===== config.mk =====
export PLATFORM = sky130hd
export DESIGN_NAME = l2_cache_control
export DESIGN_NICKNAME = d
export VERILOG_FILES = /design/src/rtl/lc3b_types.sv /design/src/rtl/l2_cache_control_counter.sv /design/src/rtl/l2_cache_control.sv
export SDC_FILE = /design/constraint.sdc
export NUM_CORES = 1
export LEC_CHECK = 0
export CORE_MARGIN = 2
export CORE_UTILIZATION = 51
export DETAILED_ROUTE_END_ITERATION = 16
export PLACE_DENSITY = 0.8
export RECOVER_POWER = 100
export SLEW_MARGIN = 5
export SYNTH_ARGS = -nofsm -noshare
export SYNTH_HDL_FRONTEND = slang
export SYNTH_HIERARCHICAL = 1
export SYNTH_SLANG_ARGS = --single-unit

===== constraint.sdc =====
create_clock -name clk -period 2.75 [get_ports clk]
set_clock_uncertainty 0.2 [all_clocks]
set_input_delay 0.275 -clock clk [delete_from_list [all_inputs] [get_ports clk]]
set_output_delay 0.275 -clock clk [all_outputs]
set_load 0.005 [all_outputs]

===== src/rtl/lc3b_types.sv =====
// Shared LC-3b cache types: the L2 controller FSM state encoding.
package lc3b_types;

  typedef enum logic [1:0] {
    L2_CHECK     = 2'd0,
    L2_WRITEBACK = 2'd1,
    L2_FETCH     = 2'd2
  } l2_ctrl_state_t;

endpackage


===== src/rtl/l2_cache_control_counter.sv =====
// Saturating statistics counter with a synchronous clear that overrides increment.
module l2_sat_counter #(
  parameter int WIDTH = 16
) (
  input  logic             clk,
  input  logic             reset_n,
  input  logic             inc,
  input  logic             clr,
  output logic [WIDTH-1:0] count
);

  logic [WIDTH-1:0] count_q;
  logic [WIDTH-1:0] count_d;

  // Next count: clear first, then increment unless already at all-ones.
  always_comb begin
    count_d = count_q;
    if (clr) begin
      count_d = '0;
    end else if (inc && (count_q != {WIDTH{1'b1}})) begin
      count_d = count_q + WIDTH'(1);
    end else begin
      count_d = count_q;
    end
  end

  // Count register.
  always_ff @(posedge clk or negedge reset_n) begin
    if (!reset_n) begin
      count_q <= '0;
    end else begin
      count_q <= count_d;
    end
  end

  assign count = count_q;

endmodule


===== src/rtl/l2_cache_control.sv =====
// L2 cache controller: hit/miss lookup, dirty writeback, line fetch and
// saturating hit/miss/writeback statistics.
module l2_cache_control
  import lc3b_types::*;
#(
  parameter int CNT_WIDTH = 16
) (
  input  logic                 clk,
  input  logic                 reset_n,
  input  logic                 mem_read,
  input  logic                 mem_write,
  output logic                 mem_resp,
  input  logic                 cache_hit,
  input  logic                 dirtyout,
  output logic                 write_enable,
  output logic                 cache_allocate,
  output logic                 datain_mux_sel,
  output logic                 valid_in,
  output logic                 dirty_datain,
  output logic                 pmem_address_sel,
  output logic                 pmem_read,
  output logic                 pmem_write,
  input  logic                 pmem_resp,
  input  logic                 clr_stats,
  output logic [CNT_WIDTH-1:0] hit_count,
  output logic [CNT_WIDTH-1:0] miss_count,
  output logic [CNT_WIDTH-1:0] wb_count
);

  l2_ctrl_state_t state_q, state_d;
  logic miss_pending_q, miss_pending_d;

  logic mem_resp_s, write_enable_s, cache_allocate_s, datain_mux_sel_s;
  logic valid_in_s, dirty_datain_s, pmem_address_sel_s, pmem_read_s, pmem_write_s;
  logic miss_start_s, wb_done_s, hit_inc_s, req_s;

  assign req_s = mem_read | mem_write;

  // Next-state and Mealy datapath/pmem controls; a simultaneous read+write is a write.
  always_comb begin
    state_d            = state_q;
    mem_resp_s         = 1'b0;
    write_enable_s     = 1'b0;
    cache_allocate_s   = 1'b0;
    datain_mux_sel_s   = 1'b0;
    valid_in_s         = 1'b0;
    dirty_datain_s     = 1'b0;
    pmem_address_sel_s = 1'b0;
    pmem_read_s        = 1'b0;
    pmem_write_s       = 1'b0;
    miss_start_s       = 1'b0;
    wb_done_s          = 1'b0;
    case (state_q)
      L2_CHECK: begin
        if (req_s && cache_hit) begin
          mem_resp_s = 1'b1;
          if (mem_write) begin
            write_enable_s   = 1'b1;
            datain_mux_sel_s = 1'b1;
            valid_in_s       = 1'b1;
            dirty_datain_s   = 1'b1;
          end else begin
            write_enable_s   = 1'b0;
          end
        end else if (req_s) begin
          miss_start_s = 1'b1;
          state_d      = dirtyout ? L2_WRITEBACK : L2_FETCH;
        end else begin
          state_d = L2_CHECK;
        end
      end
      L2_WRITEBACK: begin
        pmem_write_s       = 1'b1;
        pmem_address_sel_s = 1'b1;
        if (pmem_resp) begin
          wb_done_s = 1'b1;
          state_d   = L2_FETCH;
        end else begin
          state_d = L2_WRITEBACK;
        end
      end
      L2_FETCH: begin
        pmem_read_s = 1'b1;
        // The line is installed even if the requester has gone away.
        if (pmem_resp) begin
          write_enable_s   = 1'b1;
          cache_allocate_s = 1'b1;
          valid_in_s       = 1'b1;
          state_d          = L2_CHECK;
        end else begin
          state_d = L2_FETCH;
        end
      end
      default: begin
        state_d = L2_CHECK;
      end
    endcase
  end

  // Miss tracking: a completion after a miss is not counted as a hit.
  always_comb begin
    miss_pending_d = miss_pending_q;
    if (miss_start_s) begin
      miss_pending_d = 1'b1;
    end else if (mem_resp_s) begin
      miss_pending_d = 1'b0;
    end else begin
      miss_pending_d = miss_pending_q;
    end
  end

  // State and miss-pending registers.
  always_ff @(posedge clk or negedge reset_n) begin
    if (!reset_n) begin
      state_q        <= L2_CHECK;
      miss_pending_q <= 1'b0;
    end else begin
      state_q        <= state_d;
      miss_pending_q <= miss_pending_d;
    end
  end

  // Gating by reset_n forces outputs low the moment reset asserts, without a clock.
  assign mem_resp         = reset_n & mem_resp_s;
  assign write_enable     = reset_n & write_enable_s;
  assign cache_allocate   = reset_n & cache_allocate_s;
  assign datain_mux_sel   = reset_n & datain_mux_sel_s;
  assign valid_in         = reset_n & valid_in_s;
  assign dirty_datain     = reset_n & dirty_datain_s;
  assign pmem_address_sel = reset_n & pmem_address_sel_s;
  assign pmem_read        = reset_n & pmem_read_s;
  assign pmem_write       = reset_n & pmem_write_s;

  assign hit_inc_s = mem_resp_s & ~miss_pending_q;

  l2_sat_counter #(.WIDTH(CNT_WIDTH)) u_hit_cnt (
    .clk(clk), .reset_n(reset_n), .inc(hit_inc_s), .clr(clr_stats), .count(hit_count)
  );

  l2_sat_counter #(.WIDTH(CNT_WIDTH)) u_miss_cnt (
    .clk(clk), .reset_n(reset_n), .inc(miss_start_s), .clr(clr_stats), .count(miss_count)
  );

  l2_sat_counter #(.WIDTH(CNT_WIDTH)) u_wb_cnt (
    .clk(clk), .reset_n(reset_n), .inc(wb_done_s), .clr(clr_stats), .count(wb_count)
  );

endmodule


==> run_1/clocks.png <==
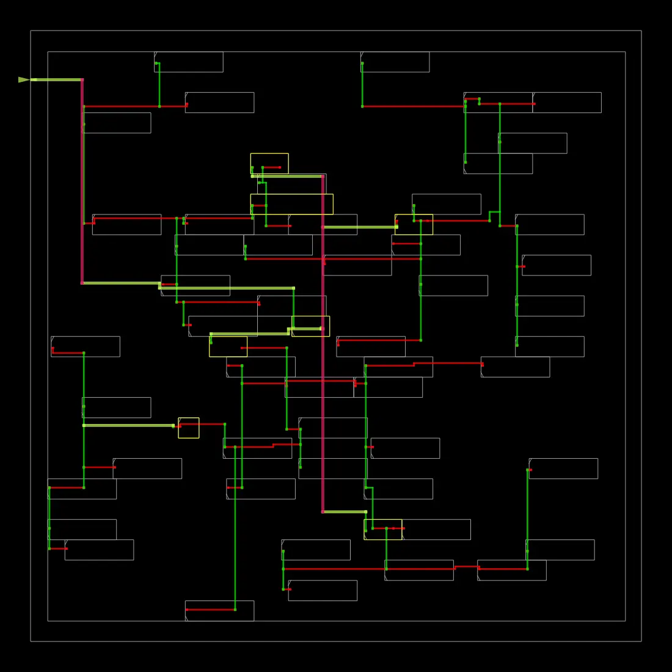
Clock Latency Late Sink: 0.31 ns
# clk buffers: 5

==> run_1/detail.png <==
Region (32, 32) to (82, 82) um. Cells in grey, sequential cells in the stronger grey; small squares are vias.
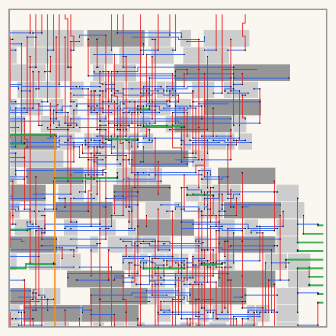
Key: green = metal 3; blue = metal 1; red = metal 2; orange = metal 4
144 logic cells have their middle in the window. Sequential cells in the window: 22. Netlist names of flops here include u_miss_cnt/count (11), u_wb_cnt/count (9). Most frequent: dlygate4sd3_1 (23), dfrtp_1 (22), a21oi_1 (10).

==> run_1/io_placement.png <==
(4 px per um) Pins as bars across the die edge, other pins in grey.
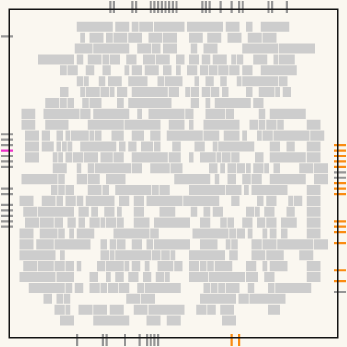
Key: magenta = mem_resp [pins 1, direction output, edge left]; orange = wb_count [pins 16, direction output, edge 14 right, 2 bottom]

==> out/qor.yml, run 1 <==
totalWireLength_um: 7900
synthToLayoutAreaGrowth_pct: 26.5
setup_viol_count_final: 0
drv_slew: 0
edf_count: 0
track_usage: 0.247
cts.htree.levels: 2
hold_class: "in2reg"
drt-vias-per-instance: 6.28
core.rowCount: 28
first_global_vias: 2656
critPathArrivalTime_ns: 2.15
async_flop_share: 1.00
drc: 0
status: "completed"
grt_overflow: 0
start_kind: "input pin"
initCoreUtil: 0.523
crit_type: "in2out"
grt_pass1_wl_um: 13000
tightest_slew_ns: 0.838
synth.distinct_cells: 41
top_cell_area_share: 0.414
die_h_um: 81.7
routabilityCongestion: 0.831
num_vias: 2927
endpoint_kind: "output pin"
rrSetupSlack_ns: 0.29
reg2regPathDepth: 5
cts_tree: "yes"
maxSlewHeadroom: 0.437
hold_viol_final: 0
critPathMostFrequentCell: "dlygate4sd3_1"
r2r_end: "u_hit_cnt/count[15]$_DFFE_PN0P_"
ff_type: "dfrtp_1"
ir_worst_vdd_uv: 287
power_density_nw_per_um2: 386
final_nets: 402
wl_per_cell_um: 16.9
rsz0062_at_grt: "false"
numSynthFlops: 51
period_used_share: 0.953
tns_ns: 0
cpPeakStageDelay_ns: 0.58
postSynthAreaPerCell_sq_um: 9.54
io_pins: 65
==> run 1: flip-flops by register name, summed over array words and instances, names as in the netlist <==
| signal | cells |
|---|---|
| u_miss_cnt/count | 16 |
| u_hit_cnt/count | 16 |
| miss_pending_q | 1 |
| state_q | 2 |
| u_wb_cnt/count | 16 |
==> run 1: layout make-up <==
type	instances	area share
clock buffers	5	0.0177
clock inverters	2	0.00963
multi-input cells	244	0.419
flip-flops and latches	51	0.327
inverters	10	0.00963
repair buffers	79	0.192
well taps	75	0.0241
==> run 1: worst max path at each step <==
stage               depth (start not counted)                               end  slack [ns]
floorplan                                   7    u_hit_cnt/count[3]$_DFFE_PN0P_        0.44
global placement                            8  u_miss_cnt/count[14]$_DFFE_PN0P_        0.20
detailed placement                          8   u_hit_cnt/count[11]$_DFFE_PN0P_        0.09
CTS                                         5                  pmem_address_sel        0.20
global route                                6                      write_enable        0.08
finish                                      6                          valid_in        0.13
==> run 1: placed cells by master, fill, tap and decap left out, types with 6 or more instances in the layout <==
cell           Yosys  final
nand3_1            9      9
nor4_1            12     12
dlygate4sd3_1      0     58
dfrtp_1           51     51
nand2_1           20     20
nor2b_1           12     12
or4_1             15     15
or3_1              6      6
and4_2             6      6
o31ai_1           21     21
and3_1             6      6
o21ai_1            9      7
a21oi_1           36     36
inv_1             10     10
buf_4              3      6
or4_2              6      6
nand4_1           18     19
nor2_1            16     16
mux2_1            12     12
==> run 1: power by group <==
part / internal [uW] / leakage, uW / total (uW) / switching, uW
logic: 80.1 / 0.000925 / 188 / 107
clock network: 267 / 0.0000502 / 531 / 265
registers: 764 / 0.000707 / 784 / 19.5
==> run 1: critical path: cells and delay by family <==
family / cells / cell delay (ns)
buffers and inverters: 3 / 1.31
AND/OR/NAND/NOR: 3 / 0.57
==> run 1: through the flow <==
step	utilization	area (sq um)	hold slack [ns]	cells	setup slack (ns)
floorplan	-	3080	-0.221	323	0.440
global placement	0.651	3830	0.123	458	0.196
detailed placement	0.651	3830	0.126	458	0.0873
CTS	0.671	3950	0.218	466	0.199
global route	0.662	3900	0.243	466	0.0835
finish	0.662	3900	0.211	466	0.129
==> run 1: routing by layer <==
metal | global-route usage | up-vias | part of all wire
met5 | 0 | - | 0
met4 | 0.0650 | 0 | 0.0091
met3 | 0.0407 | 6 | 0.047
met2 | 0.381 | 97 | 0.49
met1 | 0.362 | 1446 | 0.46
li1 | - | 1378 | -
==> run 1: cells in the mapped netlist (6+ instances only) <==
cell / instances
a21oi_1: 36
nor2_1: 16
nor2b_1: 12
mux2_1: 12
and3_1: 6
dfrtp_1: 51
o31ai_1: 21
and4_2: 6
nand4_1: 18
or4_2: 6
nand2_1: 20
nor4_1: 12
o21ai_1: 9
or4_1: 15
inv_1: 10
clkbuf_1: 12
or3_1: 6
nand3_1: 9
==> run 1: logic make-up (layout without fill, tap and decap cells) <==
group / count (synthesis) / after routing / synth area share
and+or+nand+nor: 152 / 152 / 0.325
adders and majority gates: 3 / 3 / 0.0122
buffers and inverters: 28 / 96 / 0.0451
muxes: 13 / 13 / 0.0471
AOI/OAI and AO/OA: 76 / 76 / 0.156
DFF: 51 / 51 / 0.414
==> run 2, diff against run 1 <==
--- a/config.mk
+++ b/config.mk
@@ -5,7 +5,6 @@
 export SDC_FILE = /design/constraint.sdc
 export NUM_CORES = 1
 export LEC_CHECK = 0
-export CORE_MARGIN = 2
 export CORE_UTILIZATION = 51
 export DETAILED_ROUTE_END_ITERATION = 16
 export PLACE_DENSITY = 0.8
==> run_2/layer_met3.png <==
(6 px per um)
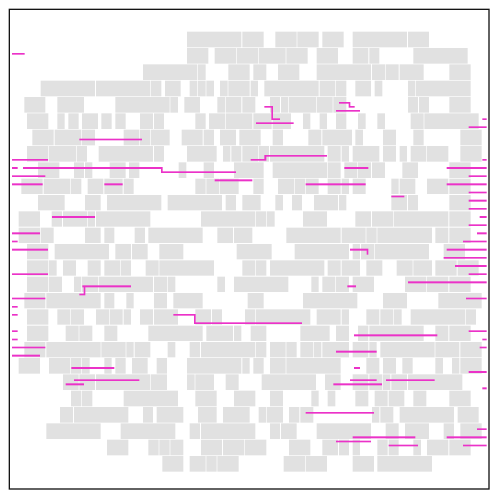
The layer carries 380 um of wire. The layer holds 5.0% of the routed length.

==> run_2/detail.png <==
Region (30, 30) to (80, 80) um. Cells in grey, sequential cells in the stronger grey; small squares are vias.
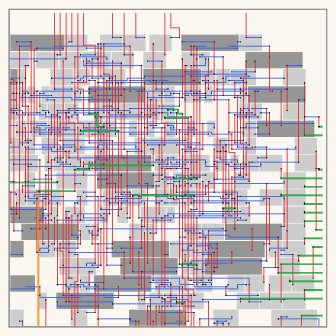
Key: green = metal 3; blue = metal 1; orange = metal 4; red = metal 2
Sequential cells in the window: 19. 165 logic cells have their middle in the window. Most frequent: dlygate4sd3_1 (25), dfrtp_1 (19), a21oi_1 (14). Netlist names of flops here include u_miss_cnt/count (16), state_q (2).

==> run_2/by_instance.png <==
(3 px per um) Other cells in grey.
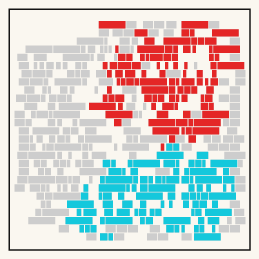
Key: red = u_miss_cnt [cells 98]; cyan = u_wb_cnt [cells 96]

==> run 2 against run 1 <==
Compared with the run above:
- die size is 4.8% lower
- final cell count is 0.43% lower
- sequential share of layout area is 0.52 points higher
- synthesized area stayed put
- critical endpoint unchanged
- largest power group unchanged
- highest routed layer unchanged
==> out/qor.yml, run 2 <==
aoi_share: 0.156  # unchanged
edf_count: 0  # unchanged
setup_viol_count_final: 0  # unchanged
drv_slew: 0  # unchanged
p_int_uw: 1010  # -9.1%
ff_type: "dfrtp_1"
design_area_sq_um: 3840  # -1.6%
routabilityCongestion: 0.825  # -0.67%
power_density_nw_per_um2: 358  # -7.1%
synthToLayoutAreaGrowth_pct: 24.5
p_sw_frac: 0.265  # +0.00402
endpoint_kind: "output pin"
dp_slack_ns: 0.0702  # -0.0171 ns
io_pins: 65  # unchanged
status: "completed"
grt_pass1_wl_um: 12800  # -1.5%
netlist_top_cells_count: "dfrtp_1 (51), a21oi_1 (36), o31ai_1 (21)"
tns_ns: 0  # unchanged
cts.htree.levels: 2  # unchanged
final_nets: 404  # +0.50%
adder_share: 0.0122  # unchanged
combPwrFrac: 0.132  # +0.007
clock_latency_ns: 0.30  # about the same
critPathArrivalTime_ns: 2.12  # -0.03 ns
postSynthAreaPerCell_sq_um: 9.54  # unchanged
die_h_um: 79.7  # -2.4%
cts_tree: "yes"
hold_viol_final: 0  # unchanged
most-common-layout-cells: "dlygate4sd3_1 (58), dfrtp_1 (51), a21oi_1 (36)"
maxSlewHeadroom: 0.390  # -0.0470
[run 2: layer usage]
metal | vias to the layer above | GRT usage | wire length (um)
met5 | - | 0 | 0
met1 | 1456 | 0.340 | 3460
met3 | 7 | 0.0480 | 379
li1 | 1385 | - | -
met2 | 102 | 0.426 | 3760
met4 | 0 | 0.0600 | 56
[run 2: cell families (layout without fill, tap and decap cells)]
logic type | count (synthesis) | in the layout
AND-OR/OR-AND | 76 | 76
adder cells (fa/ha/maj) | 3 | 3
buffers and inverters | 28 | 97
flip-flops | 51 | 51
multiplexers | 13 | 13
AND/OR/NAND/NOR | 152 | 152
[run 2: power groups by stage]
| stage | combinational (uW) | clock [uW] | sequential, uW |
|---|---|---|---|
| after floorplan | 95.0 | 0 | 794 |
| after global placement | 186 | 0 | 797 |
| after detailed placement | 192 | 0 | 798 |
| after CTS | 194 | 419 | 783 |
| after global routing | 202 | 444 | 786 |
| final | 182 | 409 | 783 |
[run 2: metrics by stage]
| stage | util | cells | hold WS, ns | total power [uW] |
|---|---|---|---|---|
| after floorplan | - | 323 | -0.221 | 889 |
| after global placement | 0.675 | 457 | 0.00507 | 983 |
| after detailed placement | 0.675 | 457 | 0.0110 | 990 |
| after CTS | 0.690 | 464 | 0.219 | 1400 |
| after global routing | 0.676 | 464 | 0.231 | 1430 |
| final | 0.676 | 464 | 0.215 | 1370 |
[run 2: final cells by class]
cell class | count | area (sq um) | share of cell area
flip-flops and latches | 51 | 1280 | 0.333
multi-input cells | 244 | 1630 | 0.424
well taps | 72 | 90.1 | 0.0235
repair buffers | 81 | 734 | 0.191
clock buffers | 6 | 72.6 | 0.0189
inverters | 10 | 37.5 | 0.00978
[run 2: worst paths after layout]
path                                           startpoint                               to  slack (ns)  depth (start not counted)
hold / removal                                    reset_n    u_wb_cnt/count[7]$_DFFE_PN0P_        0.21                          2
min in group clk                                clr_stats   u_wb_cnt/count[10]$_DFFE_PN0P_        0.24                          3
max in group asynchronous                         reset_n  u_miss_cnt/count[2]$_DFFE_PN0P_        0.99                          3
setup reg to reg           u_hit_cnt/count[0]$_DFFE_PN0P_   u_hit_cnt/count[4]$_DFFE_PN0P_        0.26                          6
setup / recovery                                  reset_n                         valid_in        0.15                          6
hold reg to reg                    state_q[1]$_DFFE_PN0P_           state_q[0]$_DFFE_PN0P_        0.34                          1
[run 2: critical path, delay by kind of cell]
kind | cells | cell delay (ns)
and+or+nand+nor | 3 | 0.49
buffers and inverters | 3 | 1.36
[run 2: timing repair]
action                                  in CTS  in global routing
endpoints found under the setup margin       0                  0
resized                                      0                  0
hold buffers                                 1                  0
hold endpoints to repair                     9                  0
==> run 3, diff against run 2 <==
--- a/config.mk
+++ b/config.mk
@@ -7,6 +7,7 @@
 export LEC_CHECK = 0
 export CORE_UTILIZATION = 51
 export DETAILED_ROUTE_END_ITERATION = 16
+export GPL_ROUTABILITY_DRIVEN = 0
 export PLACE_DENSITY = 0.8
 export RECOVER_POWER = 100
 export SLEW_MARGIN = 5
==> run_3/io_placement.png <==
(4 px per um) Pins as bars across the die edge, other pins in grey.
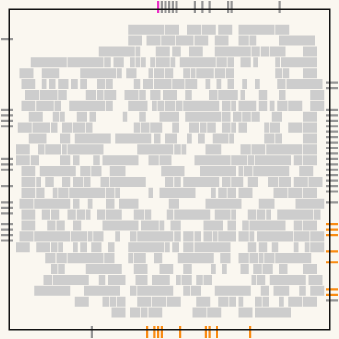
Key: orange = wb_count [pins 16, direction output, edge 9 bottom, 7 right]; magenta = mem_resp [pins 1, direction output, edge top]

==> run_3/clocks.png <==
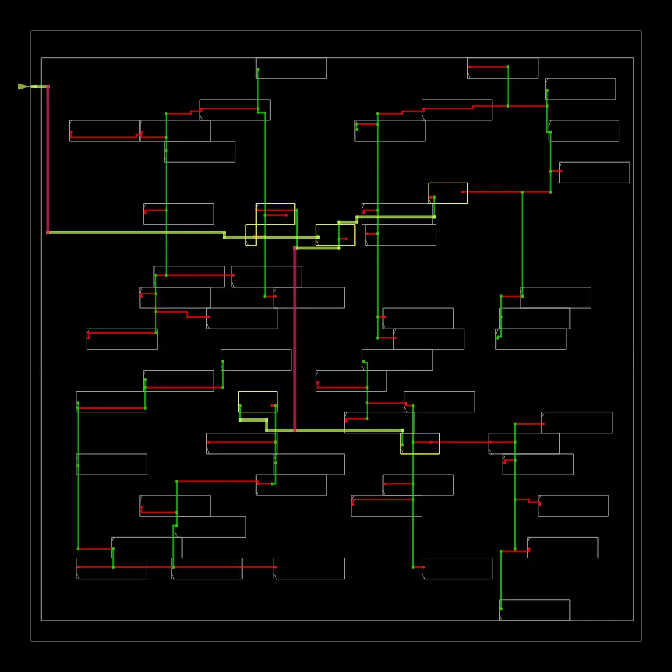
CTS Buf Count: 5
Clk power: 409 uW
clock sinks: 51
Clock Latency Late Sink: 0.30 ns
registers: 51

==> run_3/by_instance.png <==
(3 px per um) Other cells in grey.
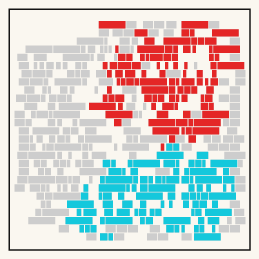
Key: cyan = u_wb_cnt [cells 96]; red = u_miss_cnt [cells 98]
Another 198 cells are not coloured.

==> run 3 against run 2 <==
Compared with the run above:
- routed wire length is the same
- power is the same
- clock power is essentially flat
- worst setup slack is the same
- synthesized cell count is the same
- non-clock buffer count is the same
- clock-buffer cell count is the same
- global-route usage is the same
- via count is the same
- largest power group unchanged
==> out/qor.yml, run 3 <==
status: "completed"
endpoint_kind: "output pin"
wl_met1_um: 3460  # unchanged
dr_wl_met2_um: 3760  # unchanged
tns_ns: 0  # unchanged
reg2regPathDepth: 6  # unchanged
most-common-layout-cells: "dlygate4sd3_1 (58), dfrtp_1 (51), a21oi_1 (36)"
io_pins: 65  # unchanged
cp-endpoint: "valid_in"
dp_slack_ns: 0.0702  # unchanged
r2r_start: "u_hit_cnt/count[0]$_DFFE_PN0P_"
critPathArrivalTime_ns: 2.12  # about the same
final_nets: 404  # unchanged
rrSetupSlack_ns: 0.26  # about the same
drv_slew: 0  # unchanged
hold_viol_final: 0  # unchanged
r2r_end: "u_hit_cnt/count[4]$_DFFE_PN0P_"
seq_area_sq_um: 1280  # unchanged
ff_type: "dfrtp_1"
cts.htree.levels: 2  # unchanged
critPathLaunch: "reset_n"
power_density_nw_per_um2: 358  # unchanged
die_h_um: 79.7  # unchanged
holdWs_ns: 0.215  # unchanged
setup_viol_count_final: 0  # unchanged
total_power_uw: 1370  # unchanged
synthToLayoutAreaGrowth_pct: 24.5  # unchanged
comb_area_sq_um: 1630  # unchanged
==> run 3: cell counts in the layout (fill, tap and decap cells not counted) <==
Identical to the previous run, type by type.
==> run 3: metal layers <==
layer	vias up	track usage
li1	1385	-
met1	1456	0.340
met2	102	0.426
met3	7	0.0480
met4	0	0.0600
met5	-	0
==> run 3: what timing repair did <==
action / in CTS / in global routing
hold endpoints to repair: 9 / 0
hold buffers: 1 / 0
resized: 0 / 0
==> run 3: worst max-delay path: stages <==
cell	delay [ns]
dlygate4sd3_1	0.52
buf_2	0.34
and3b_1	0.25
and2_4	0.14
or2_1	0.10
clkdlybuf4s50_1	0.50
==> run 3: final cells by class <==
class,instances,area share
Clock buffer,6,0.0189
Sequential cell,51,0.333
Tap cell,72,0.0235
Timing Repair Buffer,81,0.191
Inverter,10,0.00978
Multi-Input combinational cell,244,0.424
==> run 3: stage by stage <==
step,cell area (sq um),utilization,cells
final,3840,0.676,464
after CTS,3920,0.690,464
after floorplan,3080,-,323
after detailed placement,3830,0.675,457
after global routing,3840,0.676,464
after global placement,3830,0.675,457
==> run 3: logic make-up after synthesis <==
kind of cell,synth area share
and+or+nand+nor,0.325
adders and majority gates,0.0122
buffers and inverters,0.0451
AOI/OAI and AO/OA,0.156
DFF,0.414
muxes,0.0471
==> run 3: power breakdown <==
group          total, uW  internal [uW]  leakage (uW)  switching (uW)
Clock                409            171     0.0000371             238
Combinational        182           75.4      0.000917             106
Sequential           783            764      0.000707            19.0
==> run 3: how the worst min path moves through the flow <==
stage,to,slack (ns),cells past startpoint
2_1_floorplan,miss_pending_q$_DFFE_PN0P_,-0.22,0
3_3_place_gp,u_wb_cnt/count[15]$_DFFE_PN0P_,0.005,1
3_5_place_dp,u_wb_cnt/count[7]$_DFFE_PN0P_,0.01,1
4_1_cts,u_wb_cnt/count[2]$_DFFE_PN0P_,0.22,2
5_1_grt,u_wb_cnt/count[7]$_DFFE_PN0P_,0.23,2
6_report,u_wb_cnt/count[7]$_DFFE_PN0P_,0.21,2
No activity file was given, so power comes from the tool's default toggle rates.
